$ cat src/rtl/common_fifo_sync_pkg.sv
// common_fifo_sync_pkg
//   Shared sizing helpers for the synchronous FIFO family. Any block that
//   mirrors a FIFO occupancy counter should size it with fifo_psize() so the
//   widths always agree with the FIFO itself.
package common_fifo_sync_pkg;

  localparam int FIFO_DEPTH_DEF = 4;
  localparam int FIFO_DSIZE_DEF = 8;

  // Number of bits needed to address 'value' distinct items (ceil(log2)).
  function automatic int fifo_clog2(input int value);
    int width;
    width = 0;
    while ((1 << width) < value) width++;
    return width;
  endfunction

  // Width of an occupancy count that must hold 0..depth inclusive.
  function automatic int fifo_psize(input int depth);
    return fifo_clog2(depth + 1);
  endfunction

endpackage

$ cat src/rtl/common_fifo_sync_if.sv
// common_fifo_sync_if
//   Handshake bundle of the synchronous FIFO.
//   master : producer/consumer side (drives wdata, wr_en, rd_en)
//   slave  : FIFO side (drives rdata, count, empty, full)
import common_fifo_sync_pkg::*;

interface common_fifo_sync_if #(
  parameter int DSIZE = FIFO_DSIZE_DEF,
  parameter int PSIZE = fifo_psize(FIFO_DEPTH_DEF)
);
  logic [DSIZE-1:0] wdata;
  logic             wr_en;
  logic [DSIZE-1:0] rdata;
  logic             rd_en;
  logic [PSIZE-1:0] count;
  logic             empty;
  logic             full;

  modport master (output wdata, wr_en, rd_en, input rdata, count, empty, full);
  modport slave  (input wdata, wr_en, rd_en, output rdata, count, empty, full);
endinterface

$ cat src/rtl/common_fifo_sync_ram.sv
// common_fifo_ram
//   DEPTH x DSIZE storage with one synchronous write port and one synchronous
//   read port. No reset: contents and the read register power up unknown.
//   Ports: clock, wr_en/waddr/wdata (write), rd_en/raddr/rdata (read, 1-cycle
//   latency, holds when rd_en is low).
module common_fifo_ram #(
  parameter int DEPTH = 4,
  parameter int DSIZE = 8,
  parameter int AW    = 2
) (
  input  logic             clock,
  input  logic             wr_en,
  input  logic [AW-1:0]    waddr,
  input  logic [DSIZE-1:0] wdata,
  input  logic             rd_en,
  input  logic [AW-1:0]    raddr,
  output logic [DSIZE-1:0] rdata
);
  logic [DSIZE-1:0] mem [DEPTH];

  always_ff @(posedge clock) begin
    if (wr_en) mem[waddr] <= wdata;
    if (rd_en) rdata      <= mem[raddr];
  end
endmodule

$ cat src/rtl/common_fifo_sync.sv
// common_fifo_sync
//   Single-clock FIFO with registered read data, occupancy count and
//   registered empty/full flags. Overflow writes and underflow reads are
//   dropped without side effects.
//   Ports: clock, rst (async, active-high), bus (slave modport: wdata, wr_en,
//   rd_en in; rdata, count, empty, full out).
import common_fifo_sync_pkg::*;

module common_fifo_sync #(
  parameter int DEPTH = FIFO_DEPTH_DEF,
  parameter int DSIZE = FIFO_DSIZE_DEF
) (
  input  logic              clock,
  input  logic              rst,
  common_fifo_sync_if.slave bus
);
  localparam int PSIZE = fifo_psize(DEPTH);
  localparam int AW    = fifo_clog2(DEPTH);

  logic [AW-1:0]    wr_ptr_q, rd_ptr_q;
  logic [PSIZE-1:0] count_q, count_nxt;
  logic             empty_q, full_q;
  logic             rd_seen_q;
  logic             wr_acc, rd_acc;
  logic [DSIZE-1:0] ram_rdata;

  // Pointers can only coincide when empty (read blocked) or full (write
  // blocked), so the RAM never sees a read and write to one address.
  assign wr_acc = bus.wr_en && !full_q;
  assign rd_acc = bus.rd_en && !empty_q;

  always_comb begin
    count_nxt = count_q;
    if (wr_acc && !rd_acc)      count_nxt = count_q + PSIZE'(1);
    else if (rd_acc && !wr_acc) count_nxt = count_q - PSIZE'(1);
  end

  always_ff @(posedge clock or posedge rst) begin
    if (rst) begin
      wr_ptr_q  <= '0;
      rd_ptr_q  <= '0;
      count_q   <= '0;
      empty_q   <= 1'b1;
      full_q    <= 1'b0;
      rd_seen_q <= 1'b0;
    end else begin
      if (wr_acc) wr_ptr_q <= (wr_ptr_q == AW'(DEPTH - 1)) ? '0 : wr_ptr_q + AW'(1);
      if (rd_acc) rd_ptr_q <= (rd_ptr_q == AW'(DEPTH - 1)) ? '0 : rd_ptr_q + AW'(1);
      if (rd_acc) rd_seen_q <= 1'b1;
      count_q <= count_nxt;
      // Flags come from the next count so they line up with count exactly.
      empty_q <= (count_nxt == '0);
      full_q  <= (count_nxt == PSIZE'(DEPTH));
    end
  end

  common_fifo_ram #(
    .DEPTH (DEPTH),
    .DSIZE (DSIZE),
    .AW    (AW)
  ) u_ram (
    .clock (clock),
    .wr_en (wr_acc),
    .waddr (wr_ptr_q),
    .wdata (bus.wdata),
    .rd_en (rd_acc),
    .raddr (rd_ptr_q),
    .rdata (ram_rdata)
  );

  // The RAM read register has no reset; until the first accepted read after
  // reset the output is forced to zero, which gives the reset value of rdata
  // immediately on an asynchronous reset.
  assign bus.rdata = rd_seen_q ? ram_rdata : '0;
  assign bus.count = count_q;
  assign bus.empty = empty_q;
  assign bus.full  = full_q;
endmodule

$ cat src/flat_wrapper.sv
// flat-port wrapper written by rule: the top's interface ports become plain ports
module common_fifo_sync_flat import common_fifo_sync_pkg::*;
#(
  parameter int DEPTH = FIFO_DEPTH_DEF,
  parameter int DSIZE = FIFO_DSIZE_DEF
)
  (clock, rst, bus_wdata, bus_wr_en, bus_rd_en, bus_rdata, bus_count, bus_empty, bus_full);
  common_fifo_sync_if #(.DSIZE(DSIZE), .PSIZE(fifo_psize(4))) bus_i ();
  input  logic clock;
  input  logic rst;
  input wire logic [$bits(bus_i.wdata)-1:0] bus_wdata;
  input wire logic [$bits(bus_i.wr_en)-1:0] bus_wr_en;
  input wire logic [$bits(bus_i.rd_en)-1:0] bus_rd_en;
  output wire logic [$bits(bus_i.rdata)-1:0] bus_rdata;
  output wire logic [$bits(bus_i.count)-1:0] bus_count;
  output wire logic [$bits(bus_i.empty)-1:0] bus_empty;
  output wire logic [$bits(bus_i.full)-1:0] bus_full;
  assign bus_i.wdata = bus_wdata;
  assign bus_i.wr_en = bus_wr_en;
  assign bus_i.rd_en = bus_rd_en;
  assign bus_rdata = bus_i.rdata;
  assign bus_count = bus_i.count;
  assign bus_empty = bus_i.empty;
  assign bus_full = bus_i.full;
  common_fifo_sync #(.DEPTH(DEPTH), .DSIZE(DSIZE)) u_core (.clock(clock), .rst(rst), .bus(bus_i));
endmodule
$ cat config.mk
export PLATFORM = sky130hd
export DESIGN_NAME = common_fifo_sync_flat
export DESIGN_NICKNAME = d
export VERILOG_FILES = /design/src/rtl/common_fifo_sync_pkg.sv /design/src/rtl/common_fifo_sync_if.sv /design/src/rtl/common_fifo_sync_ram.sv /design/src/rtl/common_fifo_sync.sv /design/src/flat_wrapper.sv
export SDC_FILE = /design/constraint.sdc
export NUM_CORES = 1
export LEC_CHECK = 0
export CAP_MARGIN = 5
export CORE_ASPECT_RATIO = 0.7
export CORE_MARGIN = 3
export CORE_UTILIZATION = 57
export CTS_BUF_LIST = sky130_fd_sc_hd__clkbuf_8
export DETAILED_ROUTE_END_ITERATION = 12
export HOLD_SLACK_MARGIN = 0.05
export PLACE_DENSITY_LB_ADDON = 0.12
export SETUP_SLACK_MARGIN = 0.15
export SLEW_MARGIN = 20
export SYNTH_ARGS = -nofsm -noshare
export SYNTH_HDL_FRONTEND = slang
export SYNTH_SLANG_ARGS = --single-unit
$ cat constraint.sdc
create_clock -name clock -period 2.2 [get_ports clock]
set_clock_uncertainty 0.05 [all_clocks]
set_input_delay 0.66 -clock clock [delete_from_list [all_inputs] [get_ports clock]]
set_output_delay 0.66 -clock clock [all_outputs]
set_load 0.01 [all_outputs]
**Floorplan with the power grid**

Scale: 4 px per um. Pins as bars on the die edge.
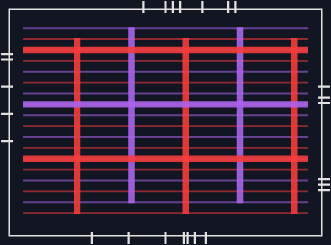
legend:
  red:
    net: VSS
  purple:
    net: VDD
met4 straps: 5
signal pins: 25
met5 straps: 3
met1 rails: 18
rows: 17

**Clock routing**

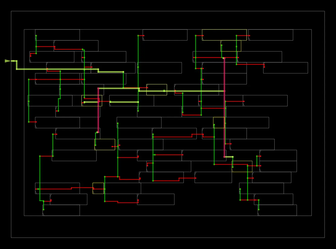
CTS buffer count: 5
Late-Pin Clk Latency: 300 ps

**Where the registers sit**

Scale: 4 px per um. Other sequential cells in the stronger gray, the rest of the logic in the fainter gray.
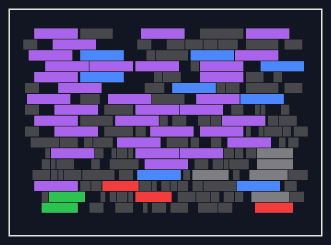
legend:
  purple:
    netlist_name: `u_core.u_ram.mem`
    placed_flops: 32
  green:
    netlist_name: `u_core.wr_ptr_q`
    placed_flops: 2
  red:
    netlist_name: `u_core.bus.count`
    placed_flops: 3
  blue:
    netlist_name: `u_core.u_ram.rdata`
    placed_flops: 8
not colored: 5

**Metal 2**

Scale: 4 px per um.
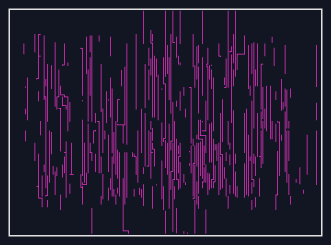
nets with wire on the layer: 156
main direction: vertical
wire length on this layer: 2030 um
share of all routed wire: 53%
longest straight run: 25.2 um

**Placement density heat map**

Scale: 4 px per um. 8 x 6 tiles, from black (low) to pale yellow (high), 0 to 100% covered.
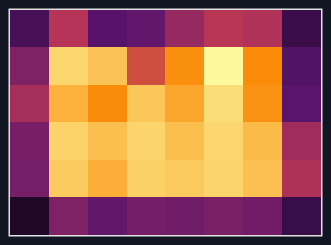
densest ninth of the die: center
tiles over 75% full: 46%
fullest tile: 99%
mean over tiles: 58%
Finished Core Util: 79.0%
CORE AREA: 3300 um^2
FP Util: 62.3%

==> results.py <==
# Metrics from the implementation run
metrics = {
    "status": {
        "status": "finished clean",
    },
    "setup_path": {
        "timing.rr.end": "u_core.bus.full",
        "critPathLaunchType": "register",
        "cpMaxStageDelayCell": "clkdlybuf4s50_1",
        "cp-startpoint": "u_core.bus.count[0]",
        "cp_data_arrival_time_ps": 1280,
        "endpoint_kind": "primary output",
        "critPathMaxFanout": 5,
        "worst-r2r-setup-slack_ps": 280,
        "critical-path-top-delay-family": "buffers and inverters",
        "worstPathCellList": "clkdlybuf4s50_1",
        "ff2ff_path_depth": 5,
        "required_ps": 1490,
        "critical_path_depth": 1,
    },
    "synthesis": {
        "synthFlopType": "edfxtp_1",
        "synth_dominant_cell_count": "edfxtp_1",
        "synth_warnings": 0,
        "synth-edff-count": 40,
        "top_cell_area_share_pct": 58.5,
        "top_area_cell": "edfxtp_1",
        "fp_nets": 138,
        "netlist_area_um2": 2050,
        "ys_top_cells_by_count": "40 x edfxtp_1, 14 x and2_1, 9 x dfrtp_1",
        "syn_area_per_cell_um2": 17.3,
        "yosys_area_um2": 2050,
        "numSynthFlops": 50,
    },
    "routing": {
        "vias_per_cell": 5.63,
        "first_pass_iters": 4,
        "first_iter_violations": 87,
        "met3WireLength_um": 190,
        "wl_per_cell_um": 18.6,
        "drt_wl_total_mm": 3.82,
        "num_vias": 1160,
        "met2WireLength_mm": 2.03,
    },
    "pwr": {
        "p_switching_uw": 979,
        "peakVddDrop_mv": 0.658,
        "p_seq_uw": 1520,
        "p_clk_uw": 639,
        "power_leader": "sequential cells",
        "combPwrFrac_pct": 34.3,
        "power.share.clock_pct": 19.5,
    },
    "run": {
        "drv_cap": 0,
    },
    "grt": {
        "grt.met3_usage_pct": 4.37,
        "grt_pass1_vias": 1240,
        "grt_pass1_wl_mm": 6.15,
        "grt_usage_pct": 19.3,
        "use_met1_pct": 24.1,
        "overflow": 0,
        "use_met2_pct": 33.8,
    },
    "min_path": {
        "min_path_cells": 1,
        "whs_endpoint": "u_core.rd_seen_q",
    },
    "final_layout": {
        "layout_top_cell": "edfxtp_1",
        "largest_reg_flops": 32,
        "fillCellCount": 178,
        "top_register": "u_core.u_ram.mem",
        "nNetsFinal": 177,
        "final_cell_mix": "40 x edfxtp_1, 15 x clkdlybuf4s50_1, 14 x and2_1, 8 x mux4_2, 8 x dlymetal6s2s_1",
        "syn_to_final_growth_pct": 26.8,
    },
    "final_timing": {
        "maxSlewViolCount": 0,
        "setup_viol": 0,
        "finalHoldViolCount": 0,
        "fin_ws_ps": 207,
        "clock.fmax_mhz": 502,
    },
    "place": {
        "gp_congestion": 0.823,
        "port_buffers": 24,
        "dp_cells": 197,
    },
    "clocking": {
        "ctsHoldBuffers": 0,
        "postCtsSetupBuffers": 0,
        "h-tree-depth": 2,
    },
    "die": {
        "dieArea_um2": 4370,
        "die_w_um": 77.8,
        "pin_count": 25,
        "die-height_um": 56.2,
        "rows": 17,
    },
}
## layout make-up
| class | instances | share of cell area, % |
|---|---|---|
| Timing Repair Buffer | 34 | 14.7 |
| Clock inverter | 3 | 1.73 |
| Sequential cell | 50 | 55.9 |
| Inverter | 7 | 1.01 |
| Clock buffer | 5 | 2.64 |
| Multi-Input combinational cell | 60 | 21.8 |
| Tap cell | 47 | 2.26 |
## cell families after synthesis
| family | Yosys count | share of synthesized area [%] |
|---|---|---|
| compound gates | 10 | 3.53 |
| xor+xnor | 3 | 1.28 |
| fa+ha+maj | 7 | 4.26 |
| buf+inv | 9 | 1.70 |
| flops | 50 | 70.7 |
| mux | 8 | 8.77 |
| simple gates | 32 | 9.74 |
No activity file was given, so power comes from the tool's default toggle rates.
